### src/rtl/pipeline_ctrl.sv
// Central hazard sequencer for the 5-stage LEGv8 pipeline.
// Inputs: ID/EX/MEM hazard fields, dmem_ready; outputs: stage enables/flushes, dmem_req, perf counters, mem_timeout.
module pipeline_ctrl #(
    parameter int CNT_W   = 16,
    parameter int TIMEOUT = 64
) (
    input  logic             clock,
    input  logic             reset_n,
    input  logic [4:0]       id_rn,
    input  logic [4:0]       id_rm,
    input  logic             id_uses_rm,
    input  logic             id_ex_memread,
    input  logic [4:0]       id_ex_write_reg,
    input  logic             ex_mem_branch,
    input  logic             ex_mem_uncbranch,
    input  logic             ex_mem_zero,
    input  logic             ex_mem_memread,
    input  logic             ex_mem_memwrite,
    input  logic             dmem_ready,
    output logic             dmem_req,
    output logic             pc_write,
    output logic             pc_src,
    output logic             if_id_write,
    output logic             if_id_flush,
    output logic             id_ex_write,
    output logic             id_ex_flush,
    output logic             ex_mem_write,
    output logic             ex_mem_flush,
    output logic             mem_wb_write,
    output logic [CNT_W-1:0] stall_cycles,
    output logic [CNT_W-1:0] flush_events,
    output logic             mem_timeout
);

    localparam logic [1:0] S_RUN  = 2'd0;
    localparam logic [1:0] S_WAIT = 2'd1;
    localparam logic [1:0] S_ERR  = 2'd2;

    localparam int WC_W = (TIMEOUT > 1) ? $clog2(TIMEOUT) : 1;
    localparam logic [WC_W-1:0]  WC_LAST = WC_W'(TIMEOUT - 1);
    localparam logic [CNT_W-1:0] CMAX    = '1;

    logic [1:0]      state;
    logic [1:0]      state_nx;
    logic [WC_W-1:0] wcnt;
    logic            mem_op;
    logic            taken;
    logic            hazard;
    logic            taken_cyc;

    assign mem_op = ex_mem_memread | ex_mem_memwrite;
    assign taken  = (ex_mem_branch & ex_mem_zero) | ex_mem_uncbranch;

    // XZR as destination never forwards a real value, so never stalls.
    assign hazard = id_ex_memread
                  & (id_ex_write_reg != 5'd31)
                  & ((id_ex_write_reg == id_rn)
                     | (id_uses_rm & (id_ex_write_reg == id_rm)));

    always_comb begin
        state_nx     = state;
        dmem_req     = 1'b0;
        pc_write     = 1'b0;
        pc_src       = 1'b0;
        if_id_write  = 1'b0;
        if_id_flush  = 1'b0;
        id_ex_write  = 1'b0;
        id_ex_flush  = 1'b0;
        ex_mem_write = 1'b0;
        ex_mem_flush = 1'b0;
        mem_wb_write = 1'b0;
        taken_cyc    = 1'b0;
        if (reset_n) begin
            unique case (state)
                S_RUN: begin
                    dmem_req = mem_op;
                    if (mem_op && !dmem_ready) begin
                        state_nx = S_WAIT;
                    end else if (taken) begin
                        // Squashes whatever is younger, load-use included.
                        taken_cyc    = 1'b1;
                        pc_src       = 1'b1;
                        pc_write     = 1'b1;
                        if_id_write  = 1'b1;
                        id_ex_write  = 1'b1;
                        ex_mem_write = 1'b1;
                        mem_wb_write = 1'b1;
                        if_id_flush  = 1'b1;
                        id_ex_flush  = 1'b1;
                        ex_mem_flush = 1'b1;
                    end else if (hazard) begin
                        id_ex_write  = 1'b1;
                        id_ex_flush  = 1'b1;
                        ex_mem_write = 1'b1;
                        mem_wb_write = 1'b1;
                    end else begin
                        pc_write     = 1'b1;
                        if_id_write  = 1'b1;
                        id_ex_write  = 1'b1;
                        ex_mem_write = 1'b1;
                        mem_wb_write = 1'b1;
                    end
                end
                S_WAIT: begin
                    dmem_req = mem_op;
                    if (dmem_ready) begin
                        state_nx     = S_RUN;
                        pc_write     = 1'b1;
                        if_id_write  = 1'b1;
                        id_ex_write  = 1'b1;
                        ex_mem_write = 1'b1;
                        mem_wb_write = 1'b1;
                    end else if (wcnt == WC_LAST) begin
                        state_nx = S_ERR;
                    end
                end
                S_ERR: begin
                    state_nx = S_ERR;
                end
                default: begin
                    state_nx = S_RUN;
                end
            endcase
        end
    end

    always_ff @(posedge clock or negedge reset_n) begin
        if (!reset_n) begin
            state        <= S_RUN;
            wcnt         <= '0;
            stall_cycles <= '0;
            flush_events <= '0;
            mem_timeout  <= 1'b0;
        end else begin
            state <= state_nx;
            if (state != S_WAIT) begin
                wcnt <= '0;
            end else if (!dmem_ready && wcnt != WC_LAST) begin
                wcnt <= wcnt + 1'b1;
            end
            if (!pc_write && stall_cycles != CMAX) begin
                stall_cycles <= stall_cycles + 1'b1;
            end
            if (taken_cyc && flush_events != CMAX) begin
                flush_events <= flush_events + 1'b1;
            end
            if (state_nx == S_ERR) begin
                mem_timeout <= 1'b1;
            end
        end
    end

endmodule

### config.mk
export PLATFORM = sky130hd
export DESIGN_NAME = pipeline_ctrl
export DESIGN_NICKNAME = d
export VERILOG_FILES = /design/src/rtl/pipeline_ctrl.sv
export SDC_FILE = /design/constraint.sdc
export NUM_CORES = 1
export LEC_CHECK = 0
export CAP_MARGIN = 20
export CORE_ASPECT_RATIO = 1.75
export CORE_MARGIN = 4
export CORE_UTILIZATION = 46
export CTS_CLUSTER_DIAMETER = 50
export DETAILED_ROUTE_END_ITERATION = 8
export PLACE_DENSITY_LB_ADDON = 0.12
export SYNTH_ARGS = -nofsm -noshare
export SYNTH_HDL_FRONTEND = slang
export SYNTH_SLANG_ARGS = --single-unit
### constraint.sdc
create_clock -name clock -period 2.5 [get_ports clock]
set_input_delay 0.5 -clock clock [delete_from_list [all_inputs] [get_ports clock]]
set_output_delay 0.5 -clock clock [all_outputs]
set_load 0.01 [all_outputs]
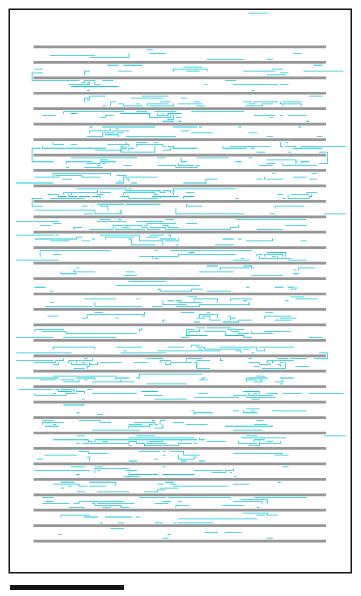
Run 1: metal 1
Bar = 20 um. Supply wires on this layer in grey.
longest straight run: 17.9 um
nets with wire on the layer: 258
met1 Track Usage GR: 21.4%
final wirelength: 4970 um
vias: 1803

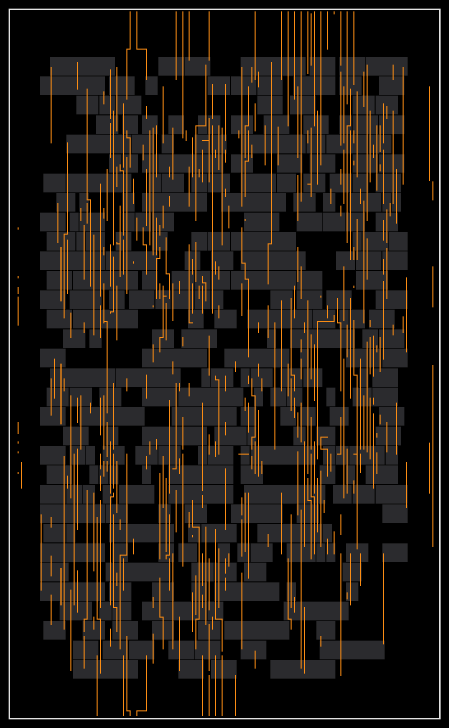
Run 1: the metal 2 layer
Cells faint in the background.
share of all routed wire: 53%
longest straight run: 26.5 um
nets with wire on the layer: 272
main direction: vertical

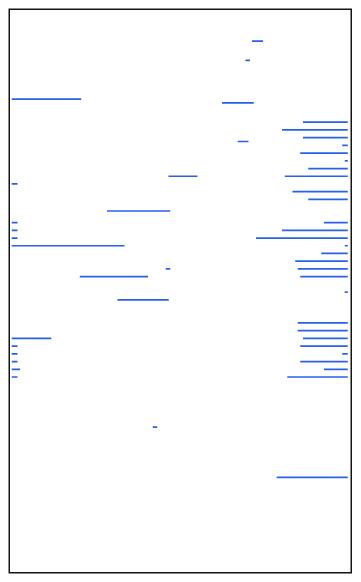
Run 1: the metal 3 layer
main direction: horizontal
nets with wire on the layer: 43
met3 usage: 3.93%

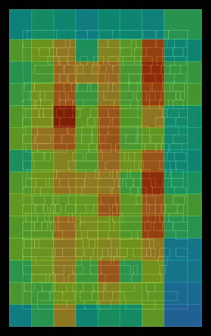
Run 1: congestion heat map
M2 GR Usage: 30.7%
fin util: 68.7%
GRT Overall Usage: 18.1%

==> run summary, run 1 <==
Results of an implementation run.

After routing, the total negative slack on setup checks comes to 0 ns. The remaining global-route overflow is 0. The first-pass GRT wire length is 8420 um.

The critical path in this run is classified as in2out. For the completed layout, the total cell area is recorded as 0.00308 mm^2. The worst register-to-register path ends at flush_events[1]. After filler insertion, the fill cell instance count of the layout stands at 376. Walking the worst path, the cells encountered are clkdlybuf4s50_1 > nor2_2 > a21oi_1 > nor2_2 > clkdlybuf4s50_1.

The post-synthesis cell count from yosys is 210. The run finished with clean final reports. The cell area power density is 651 mW/mm^2. On the worst setup and hold paths after CTS, the clock-pin slew comes to 0.08 ns. Clock tree synthesis inserted a total of 5 buffers. The combined flip-flop and latch cell area is 0.00103 mm^2. At the later pin of the worst-skew pair, clock insertion delay measures 0.29 ns. The min-delay analysis places its worst path in the category in2async.

Across the VDD grid, the largest voltage drop is 0.668 mV. CTS saw 41 sinks. For this design the total switching power over the nets is 0.611 mW. Endpoints with negative setup slack in the final report add up to 0. The maximum number of pins on one net before global-route repair is 45. The core region is 0.00448 mm^2.

Of all nets on the critical path, the largest fanout is 4. The maximum number of buffers from clock root to sink is 2. After the flow finishes, the layout carries non-filler instances totaling 340. The setup clock skew after layout is 0.00511 ns. Per the CTS log, the maximum H-tree level is 2. The most critical setup path has its startpoint at ex_mem_memwrite. Counting endpoints that fail hold in the final report gives 0. The finished design was reported to have a net count of 316.

The share of post-route cells with drive strength above 1 is 13.8%. The sequential group share of total power is 45.1%. The switching share of power is 30.5%.

The most common logic cells in the final layout are 56 x clkdlybuf4s50_1, 41 x dfrtp_1, 37 x xnor2_1. The total placed instance area is 0.00296 mm^2. Before placement the cells fill 48.5% of the core. For reference, the final report shows the max-slew violation count at 0. Looking at the clock tree report, the root buffer type is clkbuf_8. In this run, distinct cell masters in the synthesized netlist total 34. TritonRoute reported its final design rule violation total as 0. The growth of design area from synthesis to finish is 41.6%. Leaving out buffers and inverters, the combinational logic in the layout accounts for 0.00110 mm^2. The TritonCTS clock tree is done. The category of the worst setup path capture point is an output pin. The cell at the slowest stage of the critical path is clkdlybuf4s50_1. The static leakage is 1.40 nW. After layout, the worst setup slack is 0.0711 ns.

After legalization and detailed placement, the total HPWL measured 3760 um. Detailed-route iteration 0 reported a violation count of 22. The number of maximum-capacitance violations recorded for the run is 0.

The instance tally after logic synthesis is 210. Post-CTS timing repair inserted 0 buffers for setup. The final weighted congestion of routability-driven global placement is 0.784. The combinational share of power is 31.7%. After synthesis the cells add up to 0.00218 mm^2. The relative slew slack is 61.6%. Averaged over all synthesized cells, the footprint is 10.4 um^2. After floorplanning, the die was sized to cover 0.00594 mm^2.

The synthesis-stage register bit count is 41. The number of routed nets with antenna violations is 0. For the worst setup path, the data arrival time is 1.93 ns. The share of the cycle needed by the critical path after routing is 97.2%. The part of the power in the clock network is 23.2%. The tally of yosys warning messages is 0. The die height is 99.0 um.
## run 1: cell families after synthesis
kind of cell               after synthesis  share of synthesized area, %
and+or+nand+nor                         89                          22.1
xor gates and xnor gates                44                          17.7
DFF                                     41                          47.2
buffers and inverters                   15                          3.91
AOI/OAI and AO/OA                       14                          5.41
muxes                                    4                          1.96
adders and majority gates                3                          1.73
## run 1: power groups by stage
stage          logic, mW  registers [mW]  clock network [mW]
2_1_floorplan      0.264           0.938                   0
5_1_grt            0.702           0.926               0.517
4_1_cts            0.646           0.907               0.484
3_3_place_gp       0.638           0.915                   0
3_5_place_dp       0.644           0.917                   0
6_report           0.636           0.905               0.465
## run 1: per-layer routing
metal / track usage (%) / wire length [um] / up-vias
met3: 3.93 / 288 / 11
li1: - / - / 887
met4: 7.51 / 95 / 0
met2: 30.7 / 2650 / 50
met5: 0 / 0 / -
met1: 21.4 / 1940 / 855
## run 1: state kept, by name (all words and copies together) (netlist names)
signal,flops
flush_events,16
state,2
mem_timeout,1
stall_cycles,16
wcnt,6
## run 1: layout make-up
type                    instances  share of cell area [%]
flip-flops and latches         41                    33.3
well taps                      51                    2.07
repair buffers                 81                    25.1
clock inverters                 1                   0.162
clock buffers                   7                    3.13
multi-input cells             154                    35.6
inverters                       5                   0.609
## run 1: metrics by stage
stage / hold slack, ns / utilization [%] / power (mW)
floorplan: 0.204 / - / 1.20
global placement: 0.474 / 65.9 / 1.55
detailed placement: 0.478 / 65.9 / 1.56
CTS: 0.301 / 68.3 / 2.04
global route: 0.345 / 68.7 / 2.15
finish: 0.303 / 68.7 / 2.01
## run 1: synthesized netlist by cell type (all sizes together)
library cell / number
nor2: 15
clkbuf: 2
xor2: 5
o22ai: 1
a211o: 1
nor3b: 1
mux2: 2
dfrtp: 41
o32ai: 1
o21a: 1
ha: 3
and4: 5
and2: 5
and3: 13
o211a: 1
nand3: 17
a21oi: 4
nand4: 17
xnor2: 39
a311oi: 1
o21ai: 1
inv: 5
buf: 8
a31oi: 1
o21bai: 1
nand2b: 2
mux2i: 2
nand2: 14
o41a: 1
## run 1: how the worst max path moves through the flow
| stage | end | slack [ns] | depth (start not counted) |
|---|---|---|---|
| 3_5_place_dp | pc_write | -0.40 | 8 |
| 3_3_place_gp | if_id_write | -0.38 | 7 |
| 2_1_floorplan | pc_write | 0.35 | 6 |
| 4_1_cts | id_ex_flush | 0.02 | 8 |
| 6_report | ex_mem_write | 0.07 | 5 |
| 5_1_grt | ex_mem_write | -0.009 | 5 |
## run 1: timing repair
| item | CTS | global route |
|---|---|---|
| gates cloned | 0 | 0 |
| pin swaps | 3 | 3 |
| resized | 19 | 9 |
| setup endpoints to repair | 9 | 8 |
| endpoints found under the hold margin | 0 | 0 |
| hold buffers | 0 | 0 |
## run 1: critical path, delay by kind of cell
kind | cells | cell delay (ns)
AOI/OAI and AO/OA | 1 | 0.14
buffers and inverters | 2 | 0.97
and+or+nand+nor | 2 | 0.32
--- run 2 (diff from run 1) ---
--- a/config.mk
+++ b/config.mk
@@ -8,9 +8,10 @@
 export CAP_MARGIN = 20
 export CORE_ASPECT_RATIO = 1.75
 export CORE_MARGIN = 4
-export CORE_UTILIZATION = 46
+export CORE_UTILIZATION = 50
 export CTS_CLUSTER_DIAMETER = 50
 export DETAILED_ROUTE_END_ITERATION = 8
+export MAX_ROUTING_LAYER = met4
 export PLACE_DENSITY_LB_ADDON = 0.12
 export SYNTH_ARGS = -nofsm -noshare
 export SYNTH_HDL_FRONTEND = slang
==> constraint.sdc (replaced) <==
create_clock -name clock -period 2.9 [get_ports clock]
set_input_delay 0.58 -clock clock [delete_from_list [all_inputs] [get_ports clock]]
set_output_delay 0.58 -clock clock [all_outputs]
set_load 0.01 [all_outputs]
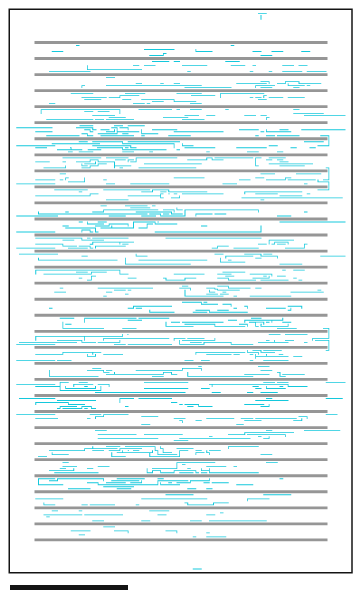
Run 2: metal 1
Bar = 20 um. Supply wires on this layer in grey.
share of all routed wire: 42%
wire length on this layer: 2130 um
longest straight run: 18.4 um

==> run 2 against run 1 <==
  * Power is 13% lower
  * Synthesized cell count stayed put
  * Clock power is 12% lower
  * Area after synthesis unchanged
  * Non-clock buffer count fell by 1
  * First-iteration DRC count grew 100%
  * Clock skew is 0.0030 ns lower
  * Die area down 7.2%
  * Critical path type unchanged
  * Largest cell class unchanged
  * Largest power group unchanged
  * Highest routed layer unchanged
==> run summary, run 2 <==
Results of an implementation run.

The final worst setup slack is 0.133 ns. The number of max-cap violations is 0. Counting the fill cells in the layout gives 313. The cell area after synthesis is 0.00218 mm^2. The instance tally after logic synthesis is 210. The final net count is 315. The clock tree synthesis step divided the H-tree into 2 levels. The core outline area is 0.00419 mm^2. The number of design-rule violations left by the first detailed-router iteration is 44. The relative slew slack is 62.8%. Per STA, the worst path is made up of clkdlybuf4s50_1 > buf_4 > xnor2_1 > nand4_1 > o22ai_2 > a211o_1 > inv_1 > dlygate4sd2_1. The remaining global-route overflow is 0.

In this run, CTS created clock tree buffers numbering 5. The cell at the slowest stage of the critical path is clkdlybuf4s50_1. The number of hold buffers added after cts is 0. The maximum ir drop on the vdd rail is 0.422 mV.

Looking at the gate-level netlist, the highest instance count belongs to dfrtp_1. The first global-routing pass estimated 8400 um of wire. The post-synthesis async set-or-reset flop share is 100%. The post-synthesis cell count from yosys is 210. The final critical path takes up 95.4% of the cycle. Per the post-route antenna check, the number of violating nets is 0. The endpoint of the worst register-to-register path is flush_events[1]. The area of the multi-input gates is 0.00107 mm^2. The share of post-route cells with drive strength above 1 is 10.1%. The HPWL after detailed placement is 3760 um. The flow ran to the end, and the final reports show no timing, DRC or antenna violations.

The category of the worst setup path capture point is an output pin. The number of enable-type register cells in the synthesized netlist is 0. The initial cell density of the core is 51.9%. The setup clock skew after layout is 0.00211 ns.

The buffer count from post-CTS setup fixing is 0. Once synthesis finished, the tally of register bits stood at 41. Along the worst path, the maximum fanout reaches 2. The tally of yosys warning messages is 0.

The count of cells in the finished layout, fillers not included, comes to 337. The clock-pin slew reported for the worst setup and hold paths after clock tree synthesis is 0.07 ns. The overall fraction of global-route tracks in use is 20.2%.

The maximum number of buffers from clock root to sink is 2. CTS placed an instance of clkbuf_8 at the clock tree root. The cell area power density is 572 mW/mm^2. The end-of-flow timing check tallies setup violations at 0. The final weighted congestion recorded by global placement is 0.813. The TritonCTS clock tree is done. The OpenROAD report gives the critical path a data arrival time of 2.19 ns.

The detailed router placed 1827 vias in this run. The total placed instance area is 0.00293 mm^2.
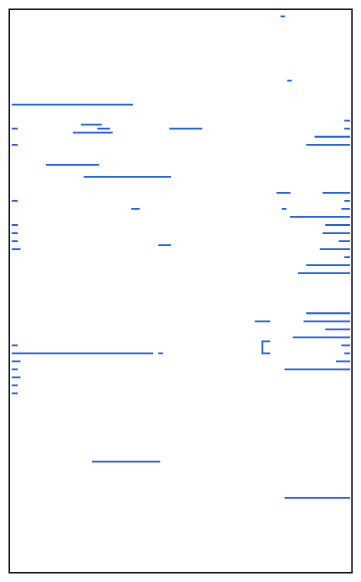
Run 2: the metal 3 layer
wire length on this layer: 233 um
main direction: horizontal
nets with wire on the layer: 47
longest straight run: 23.7 um
share of all routed wire: 4.6%

## run 2: per-layer routing
layer	track usage [%]	share of wire (%)	vias to the layer above
met5	-	0	-
met4	9.09	2.5	0
met3	4.47	4.6	12
met2	32.7	51	60
met1	23.9	42	877
li1	-	-	878
## run 2: worst max-delay path by stage
stage | end | cells past startpoint | startpoint
floorplan | pc_write | 6 | ex_mem_branch
global placement | pc_write | 7 | id_ex_write_reg[1]
detailed placement | pc_write | 7 | id_ex_write_reg[2]
CTS | pc_write | 8 | id_ex_write_reg[2]
global route | if_id_write | 8 | id_ex_write_reg[2]
finish | if_id_write | 8 | id_ex_write_reg[2]
## run 2: worst max-delay path: cells and delay by family
| family | cells | cell delay [ns] |
|---|---|---|
| buf+inv | 4 | 0.93 |
| compound gates | 2 | 0.36 |
| xor+xnor | 1 | 0.18 |
| simple gates | 1 | 0.13 |
## run 2: cells by family after synthesis
group / share of synthesized area, %
muxes: 1.96
AOI/OAI and AO/OA: 5.41
and+or+nand+nor: 22.1
buffers and inverters: 3.91
adders and majority gates: 1.73
DFF: 47.2
xor gates and xnor gates: 17.7
## run 2: report_power, final
part / leakage [nW] / switching (mW) / internal, mW / total [mW]
combinational: 0.721 / 0.230 / 0.317 / 0.547
clock: 0.0542 / 0.194 / 0.215 / 0.409
sequential: 0.542 / 0.115 / 0.665 / 0.780
total: 1.32 / 0.539 / 1.20 / 1.74
## run 2: through the flow
step / hold WS [ns] / util [%]
2_1_floorplan: 0.284 / -
4_1_cts: 0.384 / 72.5
3_5_place_dp: 0.480 / 70.0
6_report: 0.373 / 72.5
5_1_grt: 0.404 / 72.5
3_3_place_gp: 0.463 / 70.0
## run 2: area by class of cell
class                   count  area share [%]
clock buffers               7            3.17
repair buffers             80            25.0
multi-input cells         154            35.3
inverters                   5           0.618
clock inverters             1           0.165
flip-flops and latches     41            33.8
well taps                  49            2.02
--- run 3 (diff from run 2) ---
--- a/config.mk
+++ b/config.mk
@@ -13,6 +13,7 @@
 export DETAILED_ROUTE_END_ITERATION = 8
 export MAX_ROUTING_LAYER = met4
 export PLACE_DENSITY_LB_ADDON = 0.12
+export SLEW_MARGIN = 25
 export SYNTH_ARGS = -nofsm -noshare
 export SYNTH_HDL_FRONTEND = slang
 export SYNTH_SLANG_ARGS = --single-unit
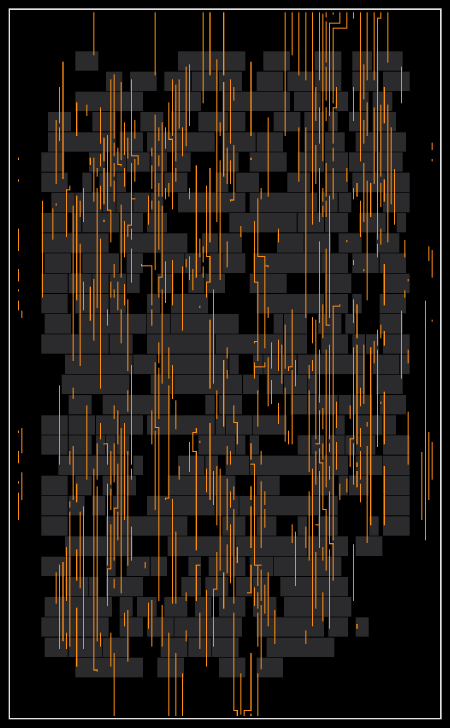
Run 3: the metal 2 layer
Cells faint in the background.
share of all routed wire: 51%
nets with wire on the layer: 280
M2 GR Usage: 32.7%
vias: 1827
final wirelength: 5060 um

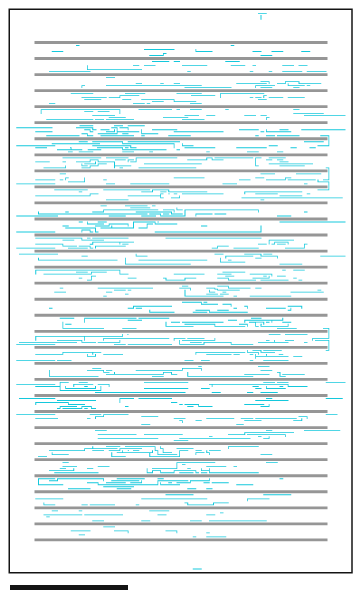
Run 3: metal 1
Bar = 20 um. Supply wires on this layer in grey.
nets with wire on the layer: 281
share of all routed wire: 42%

==> run 3 against run 2 <==
  * Register-to-register slack about the same
  * Combinational power about the same
  * Clock skew unchanged
  * Final cell count unchanged
  * Flip-flop count unchanged
  * Core utilization unchanged
  * Area after synthesis unchanged
  * Largest cell class unchanged
==> run summary, run 3 <==
Results of an implementation run.

The run finished with clean final reports. The core outline area is 0.00419 mm^2. The tally of yosys warning messages is 0. RePlAce ended its routability-driven mode at a weighted congestion of 0.813. The cell resize tally after clock tree synthesis is 4. For reference, the top cells by count after synthesis are 41 x dfrtp_1, 39 x xnor2_1, 17 x nand3_1, 17 x nand4_1, 15 x nor2_1.

Counting along the longest clock path gives a buffer depth of 2. The synthesis-stage register bit count is 41. Listed in order, past its start point the critical path passes clkdlybuf4s50_1 > buf_4 > xnor2_1 > nand4_1 > o22ai_2 > a211o_1 > inv_1 > dlygate4sd2_1. In the placement report, post-DP HPWL is listed as 3760 um. The max-slew check reports its worst relative slack as 62.8%. The first global-routing pass estimated 8400 um of wire. The final worst setup slack is 0.133 ns. The H-tree depth reported by CTS is 2. The buffer count from post-CTS setup fixing is 0. In the final layout, the registers with the most flip-flops are flush_events: 16 flops, stall_cycles: 16 flops, wcnt: 6 flops.

The clock-pin slew reported for the worst setup and hold paths after clock tree synthesis is 0.07 ns. The final setup violation count is 0. Across all hold checks on the routed design, the worst slack comes to 0.373 ns. The final net count is 315.

The maximum ir drop on the vdd rail is 0.422 mV. Across the run, the number of max-cap violations was 0. Compared with the post-synthesis result, the final layout area differs by 39.6%.

The detailed router reports a met3 wire length of 233 um. The number of design-rule violations left by the first detailed-router iteration is 44. In the floorplan report the effective utilization is 51.9%. Yosys stat counts 210 cells in the synthesized netlist. The overall fraction of global-route tracks in use is 20.2%. The data arrival at the endpoint of the critical path is 2.19 ns.

Per the final layout report, the fraction of cells sized above drive strength 1 comes to 10.1%. The leading cell type by number of instances after synthesis is dfrtp_1. Looking at the cell usage after synthesis, the top flip-flop cell is dfrtp_1. The remaining global-route overflow is 0. The category of the worst setup path capture point is an output pin. Entering global routing, the biggest net connects 45 pins. The path class of the tightest hold or removal check is in2async.

The floorplan die area is 0.00551 mm^2. The cell area after synthesis is 0.00218 mm^2. Clock latency on the worst-skew pair, taken at its later pin, is 0.29 ns. The synthesis report gives the async set-or-reset register share as 100%. The cell sitting at the root of the clock tree is a clkbuf_8. The average cell area after synthesis is 10.4 um^2. The setup total negative slack is 0 ns. The origin of the worst setup path is id_ex_write_reg[2]. The instance tally after logic synthesis is 210. The critical path ends at if_id_write.

The endpoint identified for the worst register-to-register timing path is flush_events[1]. Counting distinct cell types in the post-synthesis netlist gives 34. The number of CTS-inserted buffers is 5.
==> run 3: cells by family (layout without fill, tap and decap cells) <==
| group | count (synthesis) | count (layout) | synth area share, % |
|---|---|---|---|
| AND/OR/NAND/NOR | 89 | 89 | 22.1 |
| XOR/XNOR | 44 | 44 | 17.7 |
| flip-flops | 41 | 41 | 47.2 |
| buffers and inverters | 15 | 93 | 3.91 |
| AND-OR/OR-AND | 14 | 14 | 5.41 |
| multiplexers | 4 | 4 | 1.96 |
| adder cells (fa/ha/maj) | 3 | 3 | 1.73 |
==> run 3: area by class of cell <==
type                    instances  share of cell area [%]
repair buffers                 80                    25.0
well taps                      49                    2.02
clock buffers                   7                    3.17
clock inverters                 1                   0.165
flip-flops and latches         41                    33.8
inverters                       5                   0.618
multi-input cells             154                    35.3
==> run 3: power breakdown <==
part	internal [mW]	total, mW	switching, mW	leakage, nW
Sequential	0.665	0.780	0.115	0.542
Combinational	0.317	0.547	0.230	0.721
Clock	0.215	0.409	0.194	0.0542
Total	1.20	1.74	0.539	1.32
==> run 3: metrics by stage <==
step | total power [mW] | cell area, um^2 | std cells
6_report | 1.74 | 3040 | 337
5_1_grt | 1.85 | 3040 | 337
4_1_cts | 1.76 | 3040 | 337
2_1_floorplan | 1.04 | 2180 | 210
3_5_place_dp | 1.34 | 2930 | 329
3_3_place_gp | 1.33 | 2930 | 329
==> run 3: how the worst min path moves through the flow <==
stage / to / from / depth (start not counted)
finish: flush_events[10] / reset_n / 2
CTS: mem_timeout / reset_n / 2
floorplan: flush_events[0] / reset_n / 0
detailed placement: mem_timeout / mem_timeout / 1
global placement: mem_timeout / mem_timeout / 1
global route: flush_events[11] / reset_n / 2
==> run 3: routing by layer <==
metal	vias up	GRT usage [%]
met4	0	9.09
met3	12	4.47
met1	877	23.9
met5	-	-
met2	60	32.7
li1	878	-
==> run 3: worst max-delay path: cells and delay by family <==
family | cells | cell delay, ns
buf+inv | 4 | 0.93
compound gates | 2 | 0.36
xor+xnor | 1 | 0.18
simple gates | 1 | 0.13
Power is estimated from default activity; no workload was simulated.
